[config.mk]
export PLATFORM = sky130hd
export DESIGN_NAME = rf_wb_arbiter
export DESIGN_NICKNAME = d
export VERILOG_FILES = /design/src/rtl/rf_arb_pkg.sv /design/src/rtl/rf_wb_fifo.sv /design/src/rtl/rf_wb_arbiter.sv
export SDC_FILE = /design/constraint.sdc
export NUM_CORES = 1
export LEC_CHECK = 0
export CAP_MARGIN = 25
export CORE_MARGIN = 1.5
export CORE_UTILIZATION = 50
export DETAILED_ROUTE_END_ITERATION = 16
export HOLD_SLACK_MARGIN = 0.15
export PLACE_DENSITY = 0.95
export SLEW_MARGIN = 5
export SYNTH_ARGS = -nofsm -noshare
export SYNTH_HDL_FRONTEND = slang
export SYNTH_SLANG_ARGS = --single-unit
[constraint.sdc]
create_clock -name Clk -period 15.28 [get_ports Clk]
set_clock_uncertainty 0.15 [all_clocks]
set_input_delay 2.292 -clock Clk [delete_from_list [all_inputs] [get_ports Clk]]
set_output_delay 2.292 -clock Clk [all_outputs]
set_load 0.02 [all_outputs]
[src/rtl/rf_arb_pkg.sv]
// Shared types and width defaults for the register-file writeback arbiter.
package rf_arb_pkg;

    localparam int RF_ADDR_W = 5;
    localparam int RF_DATA_W = 64;

    typedef struct packed {
        logic [RF_ADDR_W-1:0] rd;
        logic [RF_DATA_W-1:0] wdata;
    } wb_entry_t;

    typedef enum logic {
        NORMAL = 1'b0,
        FORCE  = 1'b1
    } arb_state_t;

endpackage

[src/rtl/rf_wb_fifo.sv]
// DEPTH-entry synchronous FIFO of writeback entries; head is the oldest entry,
// valid whenever empty is low.
module rf_wb_fifo
    import rf_arb_pkg::*;
#(
    parameter int DEPTH = 2,
    localparam int CNT_W = $clog2(DEPTH) + 1
) (
    input  logic             Clk,
    input  logic             Reset,
    input  logic             push,
    input  logic             pop,
    input  wb_entry_t        din,
    output wb_entry_t        head,
    output logic [CNT_W-1:0] count,
    output logic             full,
    output logic             empty
);

    localparam int PTR_W = (DEPTH > 1) ? $clog2(DEPTH) : 1;

    wb_entry_t        mem_q [DEPTH];
    logic [PTR_W-1:0] wptr_q, wptr_d;
    logic [PTR_W-1:0] rptr_q, rptr_d;
    logic [CNT_W-1:0] count_q, count_d;
    logic             do_push, do_pop;

    assign full    = (count_q == CNT_W'(DEPTH));
    assign empty   = (count_q == '0);
    assign count   = count_q;
    assign head    = mem_q[rptr_q];
    assign do_push = push && !full;
    assign do_pop  = pop && !empty;

    // DEPTH is a power of two, so the pointers wrap by natural overflow.
    always_comb begin
        wptr_d  = wptr_q;
        rptr_d  = rptr_q;
        count_d = count_q;
        if (do_push) wptr_d = wptr_q + 1'b1;
        if (do_pop)  rptr_d = rptr_q + 1'b1;
        if (do_push && !do_pop)      count_d = count_q + 1'b1;
        else if (do_pop && !do_push) count_d = count_q - 1'b1;
    end

    always_ff @(posedge Clk) begin
        if (Reset) begin
            wptr_q  <= '0;
            rptr_q  <= '0;
            count_q <= '0;
        end else begin
            wptr_q  <= wptr_d;
            rptr_q  <= rptr_d;
            count_q <= count_d;
        end
    end

    always_ff @(posedge Clk) begin
        if (!Reset && do_push) mem_q[wptr_q] <= din;
    end

endmodule

[src/rtl/rf_wb_arbiter.sv]
// Write-port arbiter: pipeline writeback (A) always wins, long-latency results (B)
// drain from a FIFO into idle slots. Starvation guard under RF_ARB_STARVE_GUARD_EN.
module rf_wb_arbiter
    import rf_arb_pkg::*;
#(
    parameter int DATA_W   = RF_DATA_W,
    parameter int ADDR_W   = RF_ADDR_W,
    parameter int DEPTH    = 2,
    parameter int MAX_WAIT = 4
) (
    input  logic                     Clk,
    input  logic                     Reset,
    input  logic                     a_we,
    input  logic [ADDR_W-1:0]        a_rd,
    input  logic [DATA_W-1:0]        a_wdata,
    input  logic                     b_valid,
    output logic                     b_ready,
    input  logic [ADDR_W-1:0]        b_rd,
    input  logic [DATA_W-1:0]        b_wdata,
    output logic                     stall_req,
    output logic [$clog2(DEPTH):0]   b_pending,
    output logic                     rf_we,
    output logic [ADDR_W-1:0]        rf_rd,
    output logic [DATA_W-1:0]        rf_wdata
);

    if (DEPTH < 2 || (DEPTH & (DEPTH - 1)) != 0 || MAX_WAIT < 1) begin : g_bad_params
        $error("rf_wb_arbiter: DEPTH must be a power of two >= 2 and MAX_WAIT >= 1");
    end

    logic      a_eff, fifo_push, fifo_pop, fifo_full, fifo_empty;
    wb_entry_t fifo_din, fifo_head;

    assign a_eff     = a_we && (a_rd != '0);
    assign b_ready   = !fifo_full;
    // x0 results are handshaken but never stored.
    assign fifo_push = b_valid && !fifo_full && (b_rd != '0);
    // The flush cycle must not leak a buffered result into the file.
    assign fifo_pop  = !a_eff && !fifo_empty && !Reset;
    assign fifo_din  = '{rd: b_rd, wdata: b_wdata};

    rf_wb_fifo #(.DEPTH(DEPTH)) u_fifo (
        .Clk   (Clk),
        .Reset (Reset),
        .push  (fifo_push),
        .pop   (fifo_pop),
        .din   (fifo_din),
        .head  (fifo_head),
        .count (b_pending),
        .full  (fifo_full),
        .empty (fifo_empty)
    );

    always_comb begin
        rf_we    = 1'b0;
        rf_rd    = '0;
        rf_wdata = '0;
        if (a_eff) begin
            rf_we    = 1'b1;
            rf_rd    = a_rd;
            rf_wdata = a_wdata;
        end else if (fifo_pop) begin
            rf_we    = 1'b1;
            rf_rd    = fifo_head.rd;
            rf_wdata = fifo_head.wdata;
        end
    end

`ifdef RF_ARB_STARVE_GUARD_EN
    localparam int WAIT_W = $clog2(MAX_WAIT + 1);

    logic [WAIT_W-1:0] wait_q, wait_d;
    arb_state_t        state_q, state_d;
    logic              head_denied;

    assign head_denied = !fifo_empty && !fifo_pop;

    always_ff @(posedge Clk) begin
        if (Reset) begin
            wait_q  <= '0;
            state_q <= NORMAL;
        end else begin
            wait_q  <= wait_d;
            state_q <= state_d;
        end
    end

    always_comb begin
        wait_d    = wait_q;
        state_d   = state_q;
        if (fifo_pop || fifo_empty)               wait_d = '0;
        else if (wait_q != WAIT_W'(MAX_WAIT))     wait_d = wait_q + 1'b1;
        case (state_q)
            NORMAL: if (head_denied && wait_q == WAIT_W'(MAX_WAIT - 1)) state_d = FORCE;
            FORCE:  if (fifo_pop) state_d = NORMAL;
            default: state_d = NORMAL;
        endcase
        stall_req = (state_q == FORCE);
    end
`else
    assign stall_req = 1'b0;
`endif

endmodule

==> run_results.csv <==
group,metric,value,unit
status,outcome,"complete, no violations",
worst_setup_path,path_class,"in -> out",
pwr,switching_share,26.0,%
final_layout,comb.multi_input.count,235,
sta,finalSetupViolCount,0,
sta,fin_ws,7.94,ns
pwr,combPwrFrac,25.7,%
grt,grt_pass1_wl,22300,um
worst_setup_path,startpoint_type,"input port",
detailed_routing,route.met3.wl,875,um
detailed_routing,dr.pass1.iters,4,
worst_setup_path,endpoint_kind,"primary output",
final_layout,fin_cells,801,
placed_design,hpwl,9930,um
final_layout,nonClkBufAreaFrac,23.5,%
worst_setup_path,crit_buf_inv,3,
detailed_routing,met1Wirelength,5390,um
cts,clock_sinks,143,
worst_setup_path,endpoint,"rf_wdata[2]",
synth,top_cell,"edfxtp_1",
grt,antenna_found_initial,1,
sta,rsz0062_at_grt,"false",
final_layout,clock_area_share,6.35,%
worst_setup_path,rr_startpoint,"u_fifo.count[1]",
grt,busiest_layer,"met2",
final_layout,clkbuf_count,17,
detailed_routing,vias,4104,
synth,edf_count,138,
detailed_routing,wl_per_cell,18.0,um
pwr,p_per_area,129,nW/um^2
synth,synth-cells-yosys,404,
grt,grt_use_total,20.9,%
worst_setup_path,crit_chain,"clkdlybuf4s50_1 > or3_4 > o31ai_4 > buf_4 > mux2_2 > clkdlybuf4s50_1",
final_layout,buffers,220,
synth,netlist.area_leader.share,63.2,%
grt,grt_max_degree,70,
floorplan,core-area,12700,sq um
detailed_routing,highest_layer,"met4",
cts,cts.path.max_buffers,2,
synth,synth_warnings,0,
synth,ys_types,33,
pwr,clockPowerShare,34.2,%
sta,hold_viol_final,0,
final_layout,flops,143,
min_path,hp-class,"reg -> reg",
worst_setup_path,path_max_fanout,37,
detailed_routing,post-route-drc-count,0,
detailed_routing,wl_met2,7680,um
-- logic make-up after synthesis --
family / after synthesis / share of synthesized area (%)
flops: 143 / 64.7
other cells: 1 / 0.0572
compound gates: 15 / 1.85
mux: 136 / 24.8
fa+ha+maj: 1 / 0.191
simple gates: 80 / 4.98
buf+inv: 26 / 3.13
xor+xnor: 2 / 0.267
-- power groups by stage --
stage          logic, uW  clock network (uW)  registers, uW
2_1_floorplan        194                   0            489
3_3_place_gp         290                   0            505
3_5_place_dp         313                   0            496
4_1_cts              315                 423            488
5_1_grt              333                 439            491
6_report             312                 416            488
-- state kept, by name (all words and copies together), names as in the netlist, named ones only --
register and count:
u_fifo.mem_q 138, u_fifo.wptr_q 1, u_fifo.rptr_q 1, u_fifo.count 2
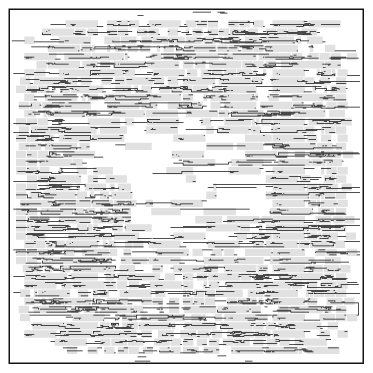
Fig. 1. Metal 1.
(3 px per um)
- main direction: horizontal
- nets with wire on the layer: 662
- longest straight run: 39.6 um
- wire length on this layer: 5390 um

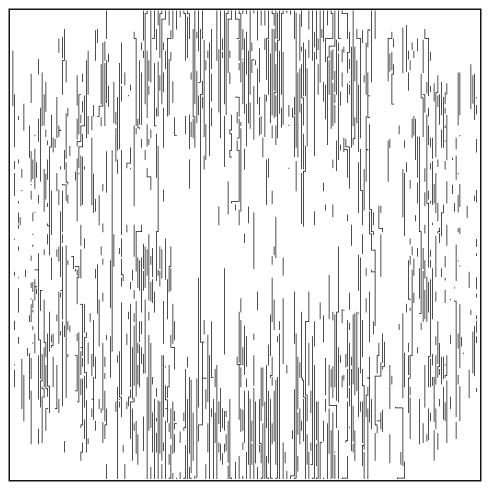
Fig. 2. Metal 2.
(4 px per um)
- main direction: vertical
- longest straight run: 61.9 um
- nets with wire on the layer: 686
- share of all routed wire: 53%

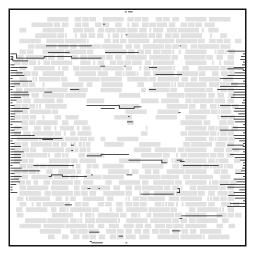
Fig. 3. Metal 3.
(2 px per um)
- main direction: horizontal
- nets with wire on the layer: 130
- share of all routed wire: 6.1%
- wire length on this layer: 875 um

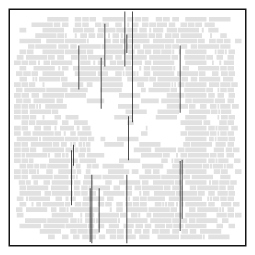
Fig. 4. Met4 routing.
(2 px per um)
- share of all routed wire: 3.0%
- main direction: vertical

Power figures rest on the tool's default switching activity, not on a simulated workload.
